$ cat src/rtl/operand_ctrl_pkg.sv
// operand_ctrl_pkg: opcodes, forwarding encodings and pipeline stage record
// shared by operand_hazard_ctrl and instr_class_decode.
package operand_ctrl_pkg;
    localparam int AW = 5;
    localparam logic [5:0] OP_RTYPE = 6'h00;
    localparam logic [5:0] OP_BEQ   = 6'h04;
    localparam logic [5:0] OP_ADDI  = 6'h08;
    localparam logic [5:0] OP_SLTI  = 6'h0A;
    localparam logic [5:0] OP_LW    = 6'h23;
    localparam logic [5:0] OP_SW    = 6'h2B;
    localparam logic [1:0] FWD_REG = 2'b00;
    localparam logic [1:0] FWD_WB  = 2'b01;
    localparam logic [1:0] FWD_MEM = 2'b10;
    typedef enum logic {DST_RD, DST_RT} dst_sel_t;
    typedef struct packed {
        logic          valid;
        logic [AW-1:0] dst;
        logic          regwrite;
        logic          memread;
        logic          uses_rs;
        logic          uses_rt;
        logic [AW-1:0] rs;
        logic [AW-1:0] rt;
        logic          alu_src;
    } stage_t;
    // True when consumer reads a register that producer will write.
    function automatic logic src_hit(stage_t prod, stage_t cons);
        return prod.regwrite &&
               ((cons.uses_rs && prod.dst == cons.rs) || (cons.uses_rt && prod.dst == cons.rt));
    endfunction
    function automatic logic [1:0] fwd_sel(stage_t mem, stage_t wb, logic en, logic [AW-1:0] src);
        return !en ? FWD_REG :
               (mem.regwrite && mem.dst == src) ? FWD_MEM :
               (wb.regwrite && wb.dst == src) ? FWD_WB : FWD_REG;
    endfunction
endpackage

$ cat src/rtl/instr_class_decode.sv
// instr_class_decode: maps an opcode to its operand/destination class.
module instr_class_decode
    import operand_ctrl_pkg::*;
#(
    parameter int OPCODE_W = 6
) (
    input  logic [OPCODE_W-1:0] opcode,
    output logic                uses_rs,
    output logic                uses_rt,
    output dst_sel_t            dst_sel,
    output logic                alu_src,
    output logic                memread,
    output logic                regwrite
);
    logic is_r, is_imm, is_lw, is_sw, is_beq;
    assign is_r   = opcode == OPCODE_W'(OP_RTYPE);
    assign is_imm = opcode == OPCODE_W'(OP_ADDI) || opcode == OPCODE_W'(OP_SLTI);
    assign is_lw  = opcode == OPCODE_W'(OP_LW);
    assign is_sw  = opcode == OPCODE_W'(OP_SW);
    assign is_beq = opcode == OPCODE_W'(OP_BEQ);
    assign uses_rs  = is_r || is_imm || is_lw || is_sw || is_beq;
    assign uses_rt  = is_r || is_sw || is_beq;
    assign dst_sel  = is_r ? DST_RD : DST_RT;
    assign alu_src  = is_imm || is_lw || is_sw;
    assign memread  = is_lw;
    assign regwrite = is_r || is_imm || is_lw;
endmodule

$ cat src/rtl/operand_hazard_ctrl.sv
// operand_hazard_ctrl: operand-B select, forwarding selects and hazard stall for EX.
// Define OPSEL_FORWARD_EN for forwarding; otherwise dependents stall until the producer reaches WB.
module operand_hazard_ctrl
    import operand_ctrl_pkg::*;
#(
    parameter int REG_ADDR_W = 5,
    parameter int OPCODE_W   = 6,
    parameter int CNT_W      = 16
) (
    input  logic                  clk,
    input  logic                  rst,
    input  logic                  id_valid,
    input  logic [OPCODE_W-1:0]   id_opcode,
    input  logic [REG_ADDR_W-1:0] id_rs,
    input  logic [REG_ADDR_W-1:0] id_rt,
    input  logic [REG_ADDR_W-1:0] id_rd,
    input  logic                  flush,
    output logic                  alu_src,
    output logic [1:0]            fwd_a,
    output logic [1:0]            fwd_b,
    output logic                  stall,
    output logic [CNT_W-1:0]      stall_count
);
    stage_t ex, mem, wb, dec;
    logic d_rs, d_rt, d_as, d_mr, d_rw;
    dst_sel_t d_sel;

    instr_class_decode #(.OPCODE_W(OPCODE_W)) u_dec (
        .opcode   (id_opcode),
        .uses_rs  (d_rs),
        .uses_rt  (d_rt),
        .dst_sel  (d_sel),
        .alu_src  (d_as),
        .memread  (d_mr),
        .regwrite (d_rw)
    );

    always_comb begin
        dec          = '0;
        dec.valid    = d_rs;
        dec.dst      = d_sel == DST_RD ? AW'(id_rd) : AW'(id_rt);
        dec.regwrite = d_rw && dec.dst != '0;
        dec.memread  = d_mr;
        dec.uses_rs  = d_rs;
        dec.uses_rt  = d_rt;
        dec.rs       = AW'(id_rs);
        dec.rt       = AW'(id_rt);
        dec.alu_src  = d_as;
    end

    assign alu_src = ex.alu_src;

`ifdef OPSEL_FORWARD_EN
    assign stall = id_valid && !flush && ex.memread && src_hit(ex, dec);
    assign fwd_a = fwd_sel(mem, wb, ex.uses_rs, ex.rs);
    assign fwd_b = fwd_sel(mem, wb, ex.uses_rt, ex.rt);
`else
    // WB is written before read, so only EX and MEM producers block.
    assign stall = id_valid && !flush && (src_hit(ex, dec) || src_hit(mem, dec));
    assign fwd_a = FWD_REG;
    assign fwd_b = FWD_REG;
`endif

    always_ff @(posedge clk) begin
        if (rst) begin
            ex          <= '0;
            mem         <= '0;
            wb          <= '0;
            stall_count <= '0;
        end else begin
            wb  <= mem;
            mem <= ex;
            ex  <= (id_valid && !stall && !flush) ? dec : '0;
            if (stall && stall_count != '1)
                stall_count <= stall_count + 1'b1;
        end
    end
endmodule

$ cat config.mk
export PLATFORM = sky130hd
export DESIGN_NAME = operand_hazard_ctrl
export DESIGN_NICKNAME = d
export VERILOG_FILES = /design/src/rtl/operand_ctrl_pkg.sv /design/src/rtl/instr_class_decode.sv /design/src/rtl/operand_hazard_ctrl.sv
export SDC_FILE = /design/constraint.sdc
export NUM_CORES = 1
export LEC_CHECK = 0
export CELL_PAD_IN_SITES_DETAIL_PLACEMENT = 2
export CELL_PAD_IN_SITES_GLOBAL_PLACEMENT = 2
export CORE_MARGIN = 2
export CORE_UTILIZATION = 29
export DETAILED_ROUTE_END_ITERATION = 10
export GPL_TIMING_DRIVEN = 0
export PLACE_DENSITY = 0.82
export SYNTH_ARGS = -nofsm -noshare
export SYNTH_HDL_FRONTEND = slang
export SYNTH_SLANG_ARGS = --single-unit
$ cat constraint.sdc
create_clock -name clk -period 6.09 [get_ports clk]
set_input_delay 0.609 -clock clk [delete_from_list [all_inputs] [get_ports clk]]
set_output_delay 0.609 -clock clk [all_outputs]
set_load 0.01 [all_outputs]
Figure 1. Met1 routing (run 1).
Supply wires on this layer in grey.
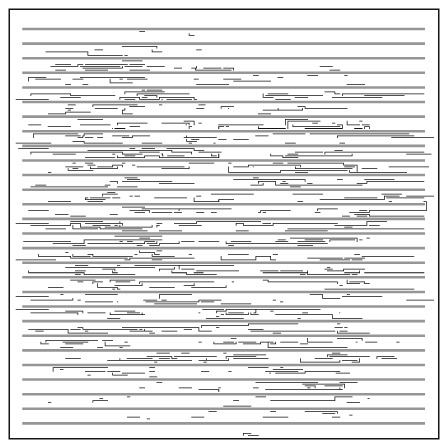
nets with wire on the layer = 245
main direction = horizontal
longest straight run = 25.3 um
share of all routed wire = 45%
wire length on this layer = 2400 um
met1 usage: 20.98%
Vias: 1617
WL final: 5309 um

Figure 2. The metal 2 layer (run 1).
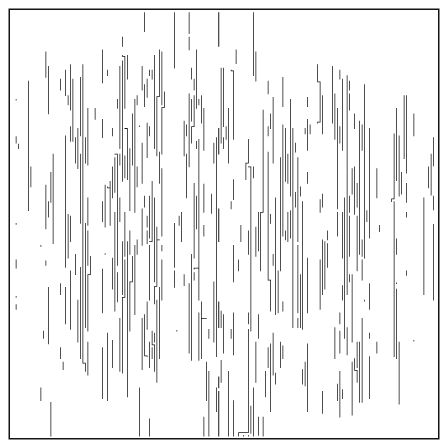
share of all routed wire = 50%
longest straight run = 55.6 um
main direction = vertical
nets with wire on the layer = 252
met2 Usage GRT: 33.03%

Figure 3. M3 wires (run 1).
Scale bar: 20 um.
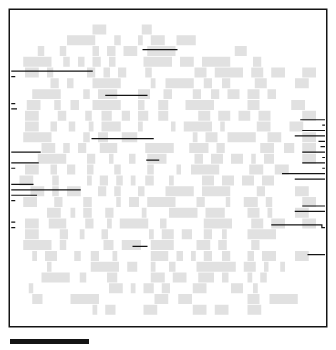
share of all routed wire = 3.6%
longest straight run = 20.2 um
wire length on this layer = 191 um
nets with wire on the layer = 30
main direction = horizontal
met3 Usage GRT: 4.072%

==> flow_metrics.py, run 1 <==
# Synthesis and PnR figures
metrics = {
    "status": {
        "outcome": "finished clean",
    },
    "synthesis": {
        "synthTopCellsByCount": "29 x dfxtp_1, 20 x xnor2_1, 12 x nor2_1",
        "synth.avg_cell_area_um2": 8.565,
        "synth_dominant_cell_count": "dfxtp_1",
        "edf_count": 0,
        "yosysTopAreaCell": "dfxtp_1",
        "yosysTopAreaCellShare_pct": 34.94,
        "synthArstFlopShare_pct": 0,
    },
    "clocking": {
        "post-cts-setup-buffer-count": 0,
        "clock-sinks": 29,
        "cts_tree": "built",
        "htreeDepth": 2,
        "clk_path_buf_depth": 2,
    },
    "placed_design": {
        "port_buffers": 42,
        "dp.cells": 311,
        "gp_congestion": 0.7790,
    },
    "final_timing": {
        "holdWs_ps": 499.7,
        "drv_slew": 0,
        "finalCritPeriodShare_pct": 54.21,
        "fmax_ghz": 0.3029,
        "slew-limit-headroom_pct": 64.57,
        "fin_crit_ps": 3302,
    },
    "hold_path": {
        "min_to": "mem[14]",
        "hp-class": "reg -> reg",
    },
    "drt": {
        "first_pass_iters": 4,
        "drtIter0Drc": 30,
        "viasPerCell": 5.069,
        "met1_length_um": 2403,
        "antenna_left": 0,
        "top_layer": "met4",
    },
    "setup_path": {
        "path_depth": 7,
        "cp_top_family": "buffers and inverters",
        "crit_end": "stall",
        "critPathArrivalTime_ps": 2690,
        "cp_num_buf_inv": 2,
        "cp_max_fo": 3,
    },
    "floorplan": {
        "die_h_um": 79.70,
        "ioPinCount": 47,
        "core_area_mm2": 0.005507,
    },
    "finish": {
        "regMostFlops": "stall_count",
        "lay_top_count": "clkdlybuf4s50_1",
    },
    "power": {
        "p_comb_w": 0.0000492,
        "power_density_mw_per_mm2": 185.1,
    },
    "grt": {
        "grt-ovfl-total": 0,
        "top_usage_layer": "met2",
    },
}
## run 1: logic make-up (layout without fill, tap and decap cells)
kind of cell | after synthesis | in the layout | share of synthesized area [%]
XOR/XNOR | 21 | 21 | 11.07
adder cells (fa/ha/maj) | 1 | 1 | 0.7529
AND/OR/NAND/NOR | 84 | 84 | 28.92
AND-OR/OR-AND | 36 | 36 | 14.91
other | 1 | 4 | 0.2257
buffers and inverters | 15 | 65 | 4.969
flip-flops | 29 | 29 | 34.94
multiplexers | 7 | 7 | 4.217
## run 1: area by class of cell
type	instances	area, um2	share of cell area [%]
plain buffers	11	67.56	2.957
inverters	4	15.01	0.6572
well taps	72	90.09	3.943
flip-flops and latches	29	580.6	25.41
repair buffers	42	420.4	18.40
clock inverters	1	5.005	0.2191
multi-input cells	153	1010	44.20
clock buffers	7	96.34	4.217
Figure 4. Clock routing (run 1).
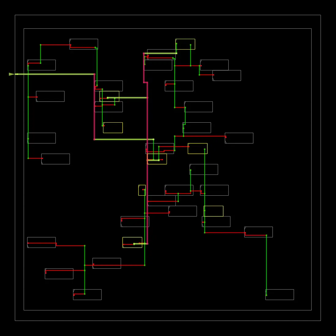

==> run 2, diff against run 1 <==
--- a/config.mk
+++ b/config.mk
@@ -8,10 +8,10 @@
 export CELL_PAD_IN_SITES_DETAIL_PLACEMENT = 2
 export CELL_PAD_IN_SITES_GLOBAL_PLACEMENT = 2
 export CORE_MARGIN = 2
-export CORE_UTILIZATION = 29
+export CORE_UTILIZATION = 25
 export DETAILED_ROUTE_END_ITERATION = 10
 export GPL_TIMING_DRIVEN = 0
-export PLACE_DENSITY = 0.82
+export PLACE_DENSITY = 0.75
 export SYNTH_ARGS = -nofsm -noshare
 export SYNTH_HDL_FRONTEND = slang
 export SYNTH_SLANG_ARGS = --single-unit
==> constraint.sdc (replaced) <==
create_clock -name clk -period 3 [get_ports clk]
set_input_delay 0.3 -clock clk [delete_from_list [all_inputs] [get_ports clk]]
set_output_delay 0.3 -clock clk [all_outputs]
set_load 0.01 [all_outputs]
Figure 5. Clock routing (run 2).
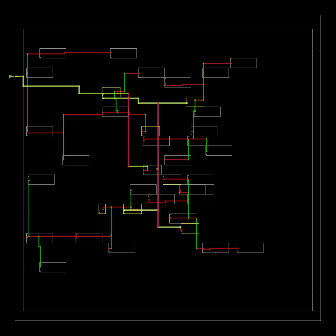
clkbuf count: 7
clock tree sinks: 29

==> run 2 against run 1 <==
Routed wire length down 0.45%. Synthesized cell count is the same. Clock skew grew 8.0 ps. Global-route usage decreased by 3.2 points. Die size grew 15%. Clock power rose by 99%. Highest routed layer unchanged. Utilization is 5.6 points lower.
==> flow_metrics.py, run 2 <==
# Synthesis and PnR figures
metrics = {
    "status": {
        "outcome": "finished clean",
    },
    "finish": {
        "regMostFlops": "stall_count",
        "seq_cells": 29,
        "nonClockBufferCount": 53,
        "final-comb-area_mm2": 0.001010,
        "seq_area_share_pct": 25.34,
        "comb_area_share_pct": 44.07,
    },
    "floorplan": {
        "ioPinCount": 47,
        "core_area_mm2": 0.006386,
    },
    "synthesis": {
        "synth_dominant_cell_count": "dfxtp_1",
        "synth.avg_cell_area_um2": 8.565,
    },
    "setup_path": {
        "cp_num_buf_inv": 2,
        "path_depth": 7,
        "cp_max_fo": 4,
        "critPathArrivalTime_ps": 2340,
    },
    "final_timing": {
        "slew-limit-headroom_pct": 63.29,
        "drv_slew": 0,
    },
    "power": {
        "p_comb_w": 0.000100,
    },
    "drt": {
        "vias": 1644,
        "first_pass_iters": 4,
        "viasPerCell": 5.074,
        "drtIter0Drc": 24,
        "antenna_left": 0,
    },
    "hold_path": {
        "hp-class": "reg -> reg",
    },
    "grt": {
        "grt-ovfl-total": 0,
    },
    "placed_design": {
        "dp.cells": 316,
        "gp_congestion": 0.7100,
    },
    "clocking": {
        "post-cts-setup-buffer-count": 0,
    },
}
==> run 2: cell counts in the layout (fill, tap and decap cells not counted) <==
No cell type changed its count.
==> run 2: cell families (layout without fill, tap and decap cells) <==
family | count (synthesis) | count (layout) | share of synthesized area, %
AND/OR/NAND/NOR | 84 | 84 | 28.92
XOR/XNOR | 21 | 21 | 11.07
flip-flops | 29 | 29 | 34.94
AND-OR/OR-AND | 36 | 36 | 14.91
adder cells (fa/ha/maj) | 1 | 1 | 0.7529
other | 1 | 4 | 0.2257
buffers and inverters | 15 | 65 | 4.969
multiplexers | 7 | 7 | 4.217
==> run 2: metal layers <==
layer,up-vias,track usage (%),wire length (um)
li1,799,-,-
met1,803,19.03,2484
met2,36,25.99,2532
met3,6,2.984,213
met4,0,3.896,55
met5,-,0,0
Figure 6. M3 wires (run 2).
Scale bar: 20 um.
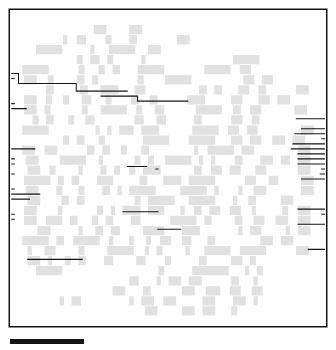

==> run 3, diff against run 2 <==
--- a/config.mk
+++ b/config.mk
@@ -11,7 +11,8 @@
 export CORE_UTILIZATION = 25
 export DETAILED_ROUTE_END_ITERATION = 10
 export GPL_TIMING_DRIVEN = 0
-export PLACE_DENSITY = 0.75
+export PLACE_DENSITY = 0.77
 export SYNTH_ARGS = -nofsm -noshare
 export SYNTH_HDL_FRONTEND = slang
 export SYNTH_SLANG_ARGS = --single-unit
+export TNS_END_PERCENT = 1
Figure 7. M3 wires (run 3).
Scale bar: 20 um.
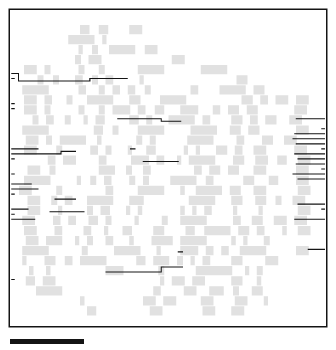
longest straight run = 19.3 um
main direction = horizontal
share of all routed wire = 4.9%
wire length on this layer = 246 um
nets with wire on the layer = 34
Vias: 1616
met3 Usage GRT: 3.272%
WL final: 5071 um

==> run 3 against run 2 <==
Non-clock buffer count stayed put. Sequential share of layout area is 0.21 points higher. Via count is 1.7% lower. Flip-flop count stayed put. Worst hold slack worse by 7.5 ps. Critical endpoint unchanged. Routed wire length is 4.0% lower. Synthesized cell count stayed put. Register-to-register slack hardly changed. Largest cell class unchanged. Clock skew is 8.6 ps lower. Clock-buffer cell count is 1 lower. Die size stayed put.
==> flow_metrics.py, run 3 <==
# Synthesis and PnR figures
metrics = {
    "finish": {
        "regMostFlops": "stall_count",
    },
    "clocking": {
        "post-cts-setup-buffer-count": 0,
        "clock-sinks": 29,
    },
    "drt": {
        "drtIter0Drc": 48,
        "wl_met3_um": 246,
        "dr_wl_met2_um": 2387,
        "antenna_left": 0,
        "top_layer": "met4",
        "viasPerCell": 4.988,
    },
    "floorplan": {
        "core_area_mm2": 0.006386,
    },
    "synthesis": {
        "mux_area_share_pct": 4.217,
        "synth.avg_cell_area_um2": 8.565,
        "simple_gate_share_pct": 28.92,
        "adder_share_pct": 0.7530,
    },
    "hold_path": {
        "hp-class": "reg -> reg",
    },
    "final_timing": {
        "slew-limit-headroom_pct": 63.92,
        "drv_slew": 0,
        "finalHoldViolCount": 0,
    },
    "grt": {
        "met2_usage_pct": 24.36,
        "top_usage_layer": "met2",
        "use_met1_pct": 18.75,
        "grt-ovfl-total": 0,
    },
    "setup_path": {
        "cp_num_buf_inv": 2,
        "cp_max_fo": 5,
        "critPathArrivalTime_ps": 2330,
        "path_depth": 6,
        "worstSetupStartpointType": "input port",
    },
    "placed_design": {
        "gp_congestion": 0.7210,
        "dp.cells": 316,
    },
    "status": {
        "outcome": "finished clean",
    },
}
==> run 3: cell types whose count changed in the layout (fill, tap and decap cells not counted) <==
cell / change
clkbuf_8: -2
clkbuf_1: +1
clkinv_2: +1
==> run 3: cell type report <==
type | count | area, um2 | area share, %
sequential | 29 | 580.6 | 25.55
buffer | 11 | 67.56 | 2.974
tap | 77 | 96.34 | 4.240
clock buffer | 6 | 72.57 | 3.194
timing repair buffer | 42 | 420.4 | 18.50
multi-input combinational | 153 | 1010 | 44.44
inverter | 4 | 15.01 | 0.6608
clock inverter | 2 | 10.01 | 0.4405
==> run 3: report_power, final <==
part	internal (W)	switching (W)
sequential	0.000388	0.00000310
clock	0.000160	0.000156
combinational	0.0000547	0.0000439

==> screenshots <==
Logic cells by family.
Plate I
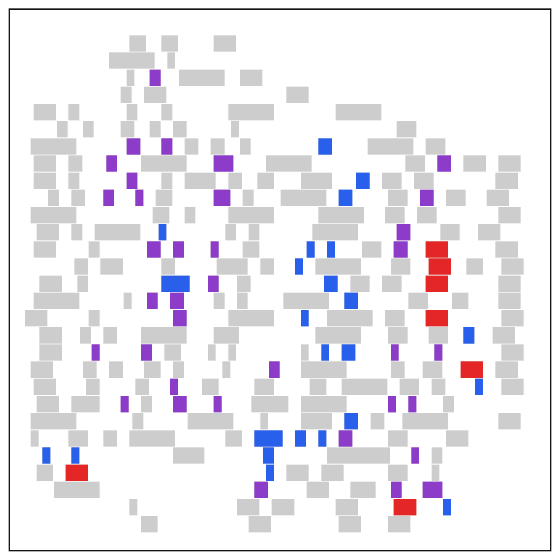
Plate II
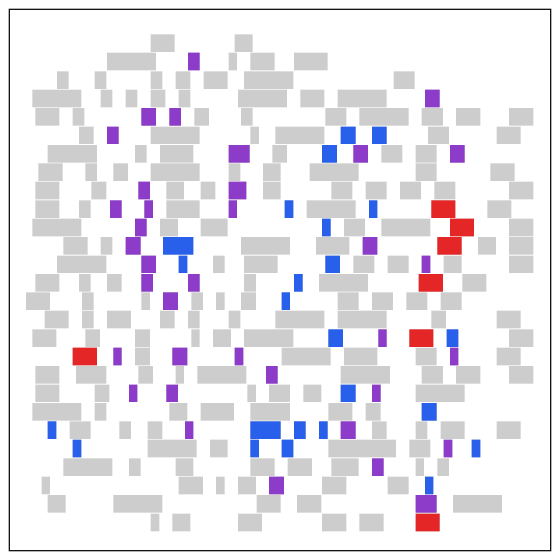
Run 1 is Plate II.
Run 3 is Plate I.

Power and IR drop assume default switching activity.
